### Met1 routing, run 1

Scale bar: 50 um.
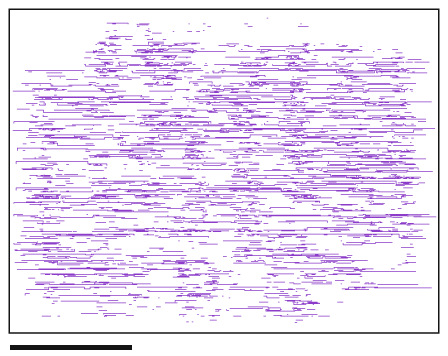
### Signal wires on met2, run 1

Scale bar: 50 um.
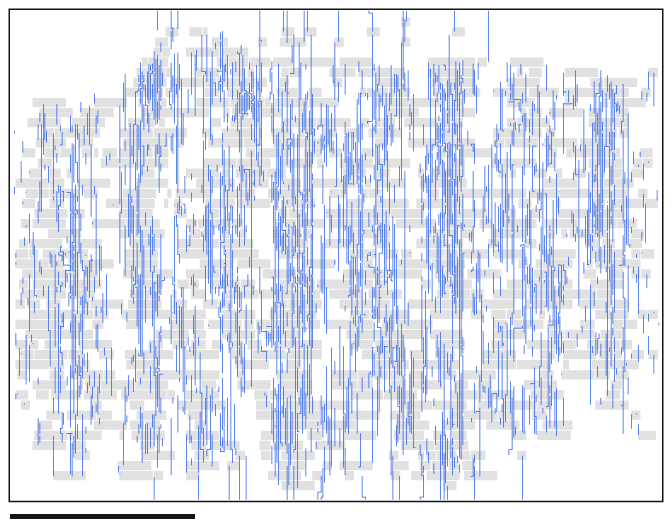
### Met3 routing, run 1

Scale bar: 50 um.
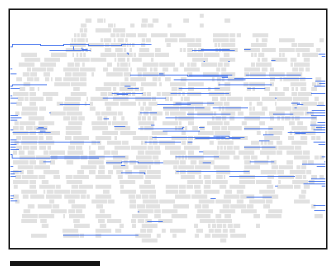
### Track usage over the die, run 1

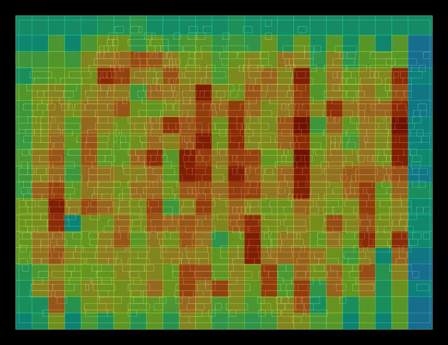
[config.mk]
export PLATFORM = sky130hd
export DESIGN_NAME = jtcps1_prog_merge
export DESIGN_NICKNAME = d
export VERILOG_FILES = /design/src/rtl/jtcps1_prog_merge_pkg.sv /design/src/rtl/jtcps1_prog_fifo.sv /design/src/rtl/jtcps1_prog_merge.sv
export SDC_FILE = /design/constraint.sdc
export NUM_CORES = 1
export LEC_CHECK = 0
export CAP_MARGIN = 0
export CORE_ASPECT_RATIO = 0.75
export CORE_UTILIZATION = 45
export CTS_CLUSTER_SIZE = 30
export DETAILED_ROUTE_END_ITERATION = 16
export PLACE_DENSITY = 0.67
export REMOVE_ABC_BUFFERS = 1
export SYNTH_ARGS = -nofsm -noshare
export SYNTH_HDL_FRONTEND = slang
export SYNTH_SLANG_ARGS = --single-unit
[constraint.sdc]
create_clock -name clk -period 4.35 [get_ports clk]
set_input_delay 1.0875 -clock clk [delete_from_list [all_inputs] [get_ports clk]]
set_output_delay 1.0875 -clock clk [all_outputs]
set_load 0.1 [all_outputs]
[src/rtl/jtcps1_prog_merge_pkg.sv]
`default_nettype none
// ============================================================================
//  Module      : jtcps1_prog_merge_pkg
//  Description : Shared lane-mask encodings and byte placement helper for the
//                ROM-download byte merger.
//  Revision    : 1.0 - initial release
// ============================================================================
package jtcps1_prog_merge_pkg;

    // Active-low byte-lane masks as presented on prog_mask / wr_dsn
    localparam logic [1:0] MASK_LO   = 2'b10;   // lane [7:0] only
    localparam logic [1:0] MASK_HI   = 2'b01;   // lane [15:8] only
    localparam logic [1:0] MASK_WORD = 2'b00;   // both lanes

    // Put a byte into the lane(s) enabled by an active-low mask; other lanes are zero
    function automatic logic [15:0] place_byte(input logic [7:0] b, input logic [1:0] mask);
        logic [15:0] w;
        w = 16'h0000;
        if (!mask[0]) w[7:0]  = b;
        if (!mask[1]) w[15:8] = b;
        return w;
    endfunction

endpackage
`default_nettype wire

[src/rtl/jtcps1_prog_fifo.sv]
`default_nettype none
// ============================================================================
//  Module      : jtcps1_prog_fifo
//  Description : Small synchronous FIFO holding merged SDRAM write entries.
//                Push on full is accepted only together with a pop; pop on
//                empty is ignored. Head entry is presented combinationally.
//  Revision    : 1.0 - initial release
// ============================================================================
module jtcps1_prog_fifo #(
    parameter int DW = 42,
    parameter int LG = 2
) (
    input  logic          clk,
    input  logic          rst_n,
    input  logic          push,
    input  logic          pop,
    input  logic [DW-1:0] din,
    output logic [DW-1:0] dout,
    output logic          empty,
    output logic          full
);

    localparam int DEPTH = 1 << LG;

    logic [DW-1:0] mem_q [DEPTH];
    logic [DW-1:0] mem_d [DEPTH];
    logic [LG-1:0] wr_ptr_q, wr_ptr_d;
    logic [LG-1:0] rd_ptr_q, rd_ptr_d;
    logic [LG:0]   cnt_q, cnt_d;
    logic          do_push, do_pop;

    assign empty = (cnt_q == '0);
    assign full  = (cnt_q == (LG+1)'(DEPTH));
    assign dout  = mem_q[rd_ptr_q];

    // Next-state for storage, pointers (wrap modulo depth) and occupancy count
    always_comb begin
        do_pop   = pop & ~empty;
        do_push  = push & (~full | do_pop);
        mem_d    = mem_q;
        wr_ptr_d = wr_ptr_q;
        rd_ptr_d = rd_ptr_q;
        cnt_d    = cnt_q;
        if (do_push) begin
            mem_d[wr_ptr_q] = din;
            wr_ptr_d        = wr_ptr_q + LG'(1);
        end
        if (do_pop) begin
            rd_ptr_d = rd_ptr_q + LG'(1);
        end
        if (do_push && !do_pop) begin
            cnt_d = cnt_q + (LG+1)'(1);
        end else if (!do_push && do_pop) begin
            cnt_d = cnt_q - (LG+1)'(1);
        end
    end

    // State registers; reset clears contents so the head reads as zero
    always_ff @(posedge clk or negedge rst_n) begin
        if (!rst_n) begin
            for (int i = 0; i < DEPTH; i++) mem_q[i] <= '0;
            wr_ptr_q <= '0;
            rd_ptr_q <= '0;
            cnt_q    <= '0;
        end else begin
            mem_q    <= mem_d;
            wr_ptr_q <= wr_ptr_d;
            rd_ptr_q <= rd_ptr_d;
            cnt_q    <= cnt_d;
        end
    end

endmodule
`default_nettype wire

[src/rtl/jtcps1_prog_merge.sv]
`default_nettype none
// ============================================================================
//  Module      : jtcps1_prog_merge
//  Description : Merges ROM-download byte writes into 16-bit SDRAM writes.
//                Holds one pending half-word, pairs complementary lanes of
//                the same address/bank, flushes lone bytes after an idle
//                timeout or when the download ends, and queues results in a
//                small FIFO towards the SDRAM programming port.
//  Revision    : 1.0 - initial release
// ============================================================================
module jtcps1_prog_merge
    import jtcps1_prog_merge_pkg::*;
#(
    parameter int AW      = 22,
    parameter int FIFO_LG = 2,
    parameter int TIMEOUT = 15
) (
    input  logic          clk,
    input  logic          rst_n,
    input  logic          downloading,
    input  logic [AW-1:0] prog_addr,
    input  logic [7:0]    prog_data,
    input  logic [1:0]    prog_mask,
    input  logic [1:0]    prog_bank,
    input  logic          prog_we,
    output logic          sdram_ack,
    output logic          wr_req,
    output logic [AW-1:0] wr_addr,
    output logic [15:0]   wr_data,
    output logic [1:0]    wr_dsn,
    output logic [1:0]    wr_bank,
    input  logic          wr_ack,
    output logic          busy
);

    localparam int         DW  = AW + 20;          // {bank, addr, dsn, data}
    localparam logic [3:0] TMO = 4'(TIMEOUT);

    logic          sdram_ack_q, sdram_ack_d;
    logic          pend_valid_q, pend_valid_d;
    logic [AW-1:0] pend_addr_q, pend_addr_d;
    logic [1:0]    pend_bank_q, pend_bank_d;
    logic [15:0]   pend_data_q, pend_data_d;
    logic [1:0]    pend_dsn_q, pend_dsn_d;
    logic [3:0]    tmr_q, tmr_d;

    logic          accept, pair_ok, flush_cond, flush_ok;
    logic [15:0]   new_data;
    logic          fifo_push, fifo_empty, fifo_full;
    logic [DW-1:0] fifo_din, fifo_dout;

    // Accept handshake, merge/flush decisions and timeout counter next-state
    always_comb begin
        accept     = prog_we & ~sdram_ack_q & downloading & ~fifo_full;
        new_data   = place_byte(prog_data, prog_mask);
        pair_ok    = pend_valid_q && (pend_addr_q == prog_addr) && (pend_bank_q == prog_bank)
                     && ((pend_dsn_q & prog_mask) == MASK_WORD);
        flush_cond = pend_valid_q & ((tmr_q == TMO) | ~downloading);
        // a full FIFO only takes the flush if the controller pops in the same cycle
        flush_ok   = ~fifo_full | wr_ack;

        sdram_ack_d  = accept;
        pend_valid_d = pend_valid_q;
        pend_addr_d  = pend_addr_q;
        pend_bank_d  = pend_bank_q;
        pend_data_d  = pend_data_q;
        pend_dsn_d   = pend_dsn_q;
        tmr_d        = tmr_q;
        fifo_push    = 1'b0;
        fifo_din     = {pend_bank_q, pend_addr_q, pend_dsn_q, pend_data_q};

        if (accept) begin
            tmr_d = 4'd0;
            if (pend_valid_q && pair_ok) begin
                fifo_push    = 1'b1;
                fifo_din     = {pend_bank_q, pend_addr_q, MASK_WORD, pend_data_q | new_data};
                pend_valid_d = 1'b0;
            end else begin
                // pending (if any) leaves as a partial word; new byte takes its place
                fifo_push    = pend_valid_q;
                pend_valid_d = 1'b1;
                pend_addr_d  = prog_addr;
                pend_bank_d  = prog_bank;
                pend_data_d  = new_data;
                pend_dsn_d   = prog_mask;
            end
        end else if (flush_cond && flush_ok) begin
            fifo_push    = 1'b1;
            pend_valid_d = 1'b0;
            tmr_d        = 4'd0;
        end else if (pend_valid_q && tmr_q != TMO) begin
            tmr_d = tmr_q + 4'd1;
        end
    end

    // Handshake, pending register and timeout counter
    always_ff @(posedge clk or negedge rst_n) begin
        if (!rst_n) begin
            sdram_ack_q  <= 1'b0;
            pend_valid_q <= 1'b0;
            pend_addr_q  <= '0;
            pend_bank_q  <= '0;
            pend_data_q  <= '0;
            pend_dsn_q   <= '0;
            tmr_q        <= '0;
        end else begin
            sdram_ack_q  <= sdram_ack_d;
            pend_valid_q <= pend_valid_d;
            pend_addr_q  <= pend_addr_d;
            pend_bank_q  <= pend_bank_d;
            pend_data_q  <= pend_data_d;
            pend_dsn_q   <= pend_dsn_d;
            tmr_q        <= tmr_d;
        end
    end

    jtcps1_prog_fifo #(
        .DW (DW),
        .LG (FIFO_LG)
    ) u_fifo (
        .clk   (clk),
        .rst_n (rst_n),
        .push  (fifo_push),
        .pop   (wr_ack),
        .din   (fifo_din),
        .dout  (fifo_dout),
        .empty (fifo_empty),
        .full  (fifo_full)
    );

    assign sdram_ack = sdram_ack_q;
    assign wr_req    = ~fifo_empty;
    assign {wr_bank, wr_addr, wr_dsn, wr_data} = fifo_dout;
    assign busy      = pend_valid_q | ~fifo_empty;

endmodule
`default_nettype wire

==> reports/results.txt, run 1 <==
Worst Hold End: u_fifo.mem_q[45]
Simple-Gate Area Share: 0.0381
GRT met2 Usage: 0.350
Yosys top cell by instances: dfrtp_1
DRT Pass-1 Iters: 4
CTS Hold Bufs: 0
Cell total in the yosys stat output: 704
CP top delay family: buffers and inverters
Area leader share: 0.547
Crit path kind: reg -> out
Synth Area per Inst: 14.5 um^2
Required time of the critical path: 3.26 ns
Flops after synth: 223
Post-route DRC violation count: 0
Hold_sp: u_fifo.mem_q[45]
Yosys xor share: 0.0249
Dominant logic cell type in the layout: dfrtp_1
Antenna diode count: 0
Top reg by flops: u_fifo.mem_q
Total CTS buffers: 23
Post-CTS Resized: 0
Post-synth top area cell: dfrtp_1
Clock sinks: 223
Worst Setup Slack, final: 0.749 ns
Status: complete, no violations
Post-route antenna net violation count: 0
Yosys aoi share: 0.0675
Synth cell count leaders: dfrtp_1, mux2_2, o21ai_0
Rows: 47
Placed cell count: 1,061
Total global routing overflow: 0
Synth Warn #: 0
Max_cap viols: 0
Core area: 0.0222 mm^2
DR WL/cell: 22.3 um
Worst path bufs/invs: 1
EDFF count, synth: 0
Hold depth: 2
RR Startpoint: tmr_q[0]
Initial antenna violation count: 0
DP Worst Slack: 0.567 ns
Crit start category: flop
Die width: 176 um
Post-synth seq share: 0.547
Pin count of the biggest net entering global routing: 89
Synth cell types: 39
Highest routed metal layer: met4
Max Buffers Root-to-Sink: 3
Slew HR: 0.347
Period utilization: 0.828
Worst-path fanout max: 5
Dominant kind of combinational cell: multiplexers
RSZ-0062 raised after global routing: false
Max-slew violations: 0
H-tree depth: 1
First-pass GRT wire length: 39.3 mm
CP Depth: 3
CTS root buf: clkbuf_16
Area after DPL: 0.0113 mm^2
Reg2Reg Depth: 6
1st-iter DRT viols: 332
CP arrival: 2.51 ns
PortBufs: 83
Vias/cell: 5.79
Nets@finish: 838
Slew at the pin closest to its max-slew limit: 0.980 ns
FP Core Util: 0.460
GPL Wtd Cong: 0.759
Max Freq: 278 MHz
Critical Path End: busy
Mux cell area share: 0.291
Adder Area Share: 0.00932
Reg2reg setup slack: 1.32 ns
Clk latency late pin: 0.51 ns
Yosys chip area: 0.0102 mm^2
Most common logic cells in the final layout: dfrtp_1, mux2_2, o21ai_0
Top flop regs: u_fifo.mem_q x168, pend_addr_q x22, pend_data_q x16
Layout area overhead: 18.1%
Mapped cell area: 0.0102 mm^2
Final min period: 3.60 ns
# IOs: 84
Met2 wire len: 11.6 mm
CTS clk-pin slew, worst paths: 0.06 ns
DIE AREA: 0.0233 mm^2
Fin cells: 1,102
Cell Chain, Critical Path: or3_1 -> nand2b_1 -> clkdlybuf4s50_1
Ys async rst share: 1.00
WL met3: 1.63 mm
DIE HEIGHT: 132 um
Beginning of the critical path: u_fifo.cnt_q[1]
Crit-path slowest cell: clkdlybuf4s50_1
Skew final: 0.0164 ns
OpenROAD warnings: 28
Final setup viols: 0
Dominant Register Cell: dfrtp_1
Post-CTS setup buffers: 0
Worst Hold Margin: 0.497 ns
Number of global-route vias before repair: 7,093
CP max stage delay: 0.96 ns
Final setup TNS: 0 ns
Ratio of cells with drive above 1 in the final layout: 0.342
Post-DP HPWL: 15.3 mm
Worst r2r dst: u_fifo.mem_q[157]
Final Hold Viols: 0
Largest register FFs: 168
TritonCTS clock tree: done
Final Cell Area: 0.0120 mm^2
Hold Path Class: reg -> reg
Element type at the critical path end: output port
Largest cells by area: dfrtp_1, mux2_2, mux4_2, mux2i_1, o21ai_0
WL met1: 10.9 mm
Post-Syn Instances: 704
Notes on 'Met1 routing' above:
- main direction: horizontal
- share of all routed wire: 45%
met1 Use GR: 0.306
total number of vias: 6,379

Notes on 'Signal wires on met2' above:
- main direction: vertical
- share of all routed wire: 47%

Notes on 'Met3 routing' above:
- share of all routed wire: 6.7%
- longest straight run: 83.7 um
- main direction: horizontal
final wirelength: 24.5 mm
met3 Usage GRT: 0.0424

Notes on 'Track usage over the die' above:
Final Util: 0.543
GRT Resource Usage Total: 0.219
global route hottest layer: met2

## run 1: final cells by class
type,count,area [um^2]
Fill cell,1794,10100
Sequential cell,223,5580
Clock buffer,34,657
Tap cell,294,368
Multi-Input combinational cell,432,4430
Inverter,7,26.3
Clock inverter,7,42.5
Timing Repair Buffer,105,945
==> run 2: changes to the inputs <==
- clock period: 4.35 -> 3.4 ns (I/O delays scaled with it)
### Metal 4, run 2

Scale bar: 50 um.
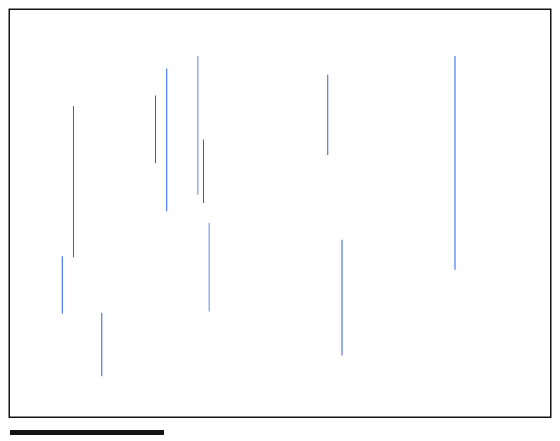
- share of all routed wire: 1.6%
- nets with wire on the layer: 5
- longest straight run: 69.4 um
- main direction: vertical
- wire length on this layer: 382 um
total number of vias: 6,372
final wirelength: 23.9 mm

==> run 2 against run 1 <==
Against the previous run: synthesized cell count did not move; highest routed layer unchanged; die area did not move; sequential share of layout area fell by 1.9 points; non-clock buffer count rose by 4; hold slack got worse by 0.12 ns; via count fell by 0.11%; largest cell class unchanged; cell count rose by 0.36%; flip-flop count did not move; routed wire length fell by 2.8%.
==> reports/results.txt, run 2 <==
Status: complete, no violations (unchanged)
Reg2Reg Depth: 6 (unchanged)
DRT Pass-1 Iters: 4 (unchanged)
Final Hold Viols: 0 (unchanged)
CP max stage delay: 0.65 ns (was 0.96 ns)
Final min period: 3.02 ns
Initial antenna violation count: 0 (unchanged)
Synth cell types: 39 (unchanged)
Top flop regs: u_fifo.mem_q x168, pend_addr_q x22, pend_data_q x16 (unchanged)
Flops after synth: 223 (unchanged)
H-tree depth: 1 (unchanged)
Worst r2r dst: u_fifo.mem_q[26] (was u_fifo.mem_q[157])
Final Util: 0.567 (was 0.543)
DR WL/cell: 21.6 um (was 22.3 um)
Top reg by flops: u_fifo.mem_q (unchanged)
Yosys top cell by instances: dfrtp_1 (unchanged)
Core area: 0.0222 mm^2 (unchanged)
CP Depth: 3 (unchanged)
Cell Chain, Critical Path: buf_4 -> mux4_2 -> buf_12 (was or3_1 -> nand2b_1 -> clkdlybuf4s50_1)
DP Worst Slack: 0.00319 ns (was 0.567 ns)
Synth cell count leaders: dfrtp_1, mux2_2, o21ai_0 (unchanged)
Dominant logic cell type in the layout: dfrtp_1 (unchanged)
Worst Hold Margin: 0.372 ns (was 0.497 ns)
CTS Hold Bufs: 0 (unchanged)
Synth Area per Inst: 14.5 um^2 (unchanged)
Max Freq: 331 MHz
Ys async rst share: 1.00 (unchanged)
Largest cells by area: dfrtp_1, mux2_2, mux4_2, mux2i_1, o21ai_0 (unchanged)
Clk latency late pin: 0.50 ns (was 0.51 ns)
Beginning of the critical path: u_fifo.rd_ptr_q[0] (was u_fifo.cnt_q[1])
Pin count of the biggest net entering global routing: 79 (was 89)
Max Buffers Root-to-Sink: 3 (unchanged)
Final Cell Area: 0.0126 mm^2 (was 0.0120 mm^2)
Antenna diode count: 0 (unchanged)
Post-route DRC violation count: 0 (unchanged)
Skew final: 0.00864 ns (was 0.0164 ns)
EDFF count, synth: 0 (unchanged)
Post-CTS setup buffers: 0 (unchanged)
Dominant Register Cell: dfrtp_1 (unchanged)
Total global routing overflow: 0 (unchanged)
CP arrival: 2.17 ns (was 2.51 ns)
First-pass GRT wire length: 39.2 mm (was 39.3 mm)
Cell total in the yosys stat output: 704 (unchanged)
DIE AREA: 0.0233 mm^2 (unchanged)
Mapped cell area: 0.0102 mm^2 (unchanged)
Total CTS buffers: 23 (unchanged)
Most common logic cells in the final layout: dfrtp_1, mux2_2, o21ai_0 (unchanged)
Post-DP HPWL: 15.2 mm (was 15.3 mm)
OpenROAD warnings: 28 (unchanged)
Worst path bufs/invs: 2 (was 1)
Post-synth top area cell: dfrtp_1 (unchanged)
Clock sinks: 223 (unchanged)
Post-route antenna net violation count: 0 (unchanged)
Post-synth seq share: 0.547 (unchanged)
Nets@finish: 842 (was 838)
Rows: 47 (unchanged)
Largest register FFs: 168 (unchanged)
FP Core Util: 0.460 (unchanged)
Vias/cell: 5.76 (was 5.79)
Max_cap viols: 0 (unchanged)
CTS root buf: clkbuf_16 (unchanged)
Crit-path slowest cell: mux4_2 (was clkdlybuf4s50_1)
Post-Syn Instances: 704 (unchanged)
Worst-path fanout max: 24 (was 5)
GPL Wtd Cong: 0.757 (was 0.759)
Crit path kind: reg -> out (unchanged)
Yosys chip area: 0.0102 mm^2 (unchanged)
Area after DPL: 0.0118 mm^2 (was 0.0113 mm^2)
GRT Resource Usage Total: 0.216 (was 0.219)
Element type at the critical path end: output port (unchanged)
RR Startpoint: tmr_q[0] (unchanged)
Slew HR: 0.379 (was 0.347)
Die width: 176 um (unchanged)
RSZ-0062 raised after global routing: false (unchanged)
Worst Setup Slack, final: 0.381 ns (was 0.749 ns)
Final setup TNS: 0 ns (unchanged)
Ratio of cells with drive above 1 in the final layout: 0.352 (was 0.342)
Slew at the pin closest to its max-slew limit: 0.930 ns (was 0.980 ns)
1st-iter DRT viols: 438 (was 332)
Period utilization: 0.888
Reg2reg setup slack: 0.65 ns (was 1.32 ns)
Max-slew violations: 0 (unchanged)
PortBufs: 83 (unchanged)
Post-CTS Resized: 0 (unchanged)
Final setup viols: 0 (unchanged)
Required time of the critical path: 2.55 ns (was 3.26 ns)
Area leader share: 0.547 (unchanged)
# IOs: 84 (unchanged)
Hold Path Class: in -> async (was reg -> reg)
Number of global-route vias before repair: 6,944 (was 7,093)
TritonCTS clock tree: done (unchanged)
Critical Path End: wr_data[9] (was busy)
Crit start category: flop (unchanged)
Layout area overhead: 23.2% (was 18.1%)
Placed cell count: 1,065 (was 1,061)
CTS clk-pin slew, worst paths: 0.06 ns (about the same)
CP top delay family: multiplexers (was buffers and inverters)
Synth Warn #: 0 (unchanged)
DIE HEIGHT: 132 um (unchanged)
Fin cells: 1,106 (was 1,102)
### Signal wires on met2, run 2

Scale bar: 50 um.
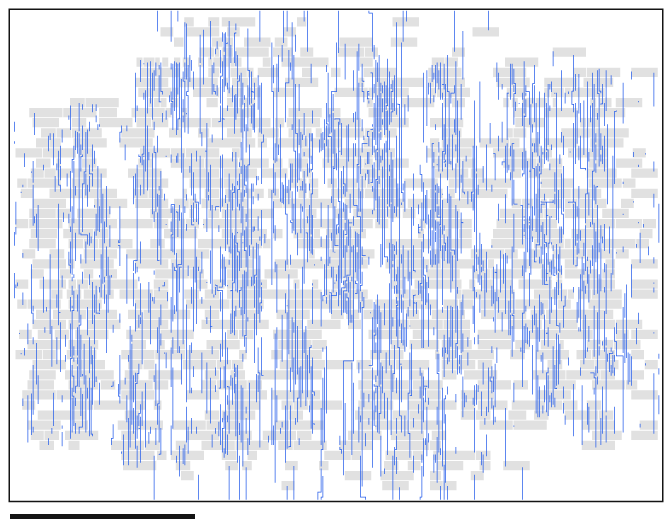
- nets with wire on the layer: 751
- wire length on this layer: 11,200 um
- main direction: vertical
- longest straight run: 59.8 um
- share of all routed wire: 47%
GRT met2 Usage: 0.343

[run 2: area by class of cell]
cell class	instances	area [um^2]
clock inverters	7	43.8
well taps	294	368
inverters	7	26.3
multi-input cells	432	4430
clock buffers	34	687
flip-flops and latches	223	5580
repair buffers	109	1430
fillers	1710	9600
[run 2: kinds of logic after synthesis]
| family | after synthesis | share of synthesized area |
|---|---|---|
| xor+xnor | 29 | 0.0249 |
| buf+inv | 49 | 0.0220 |
| fa+ha+maj | 7 | 0.00932 |
| flops | 223 | 0.547 |
| mux | 229 | 0.291 |
| simple gates | 61 | 0.0381 |
| compound gates | 106 | 0.0675 |
[run 2: layer usage]
layer,vias up,track usage,wire (um)
met4,0,0.0415,382
met3,29,0.0317,1160
met5,-,0,0
met1,3350,0.319,11100
met2,170,0.343,11200
li1,2823,-,-
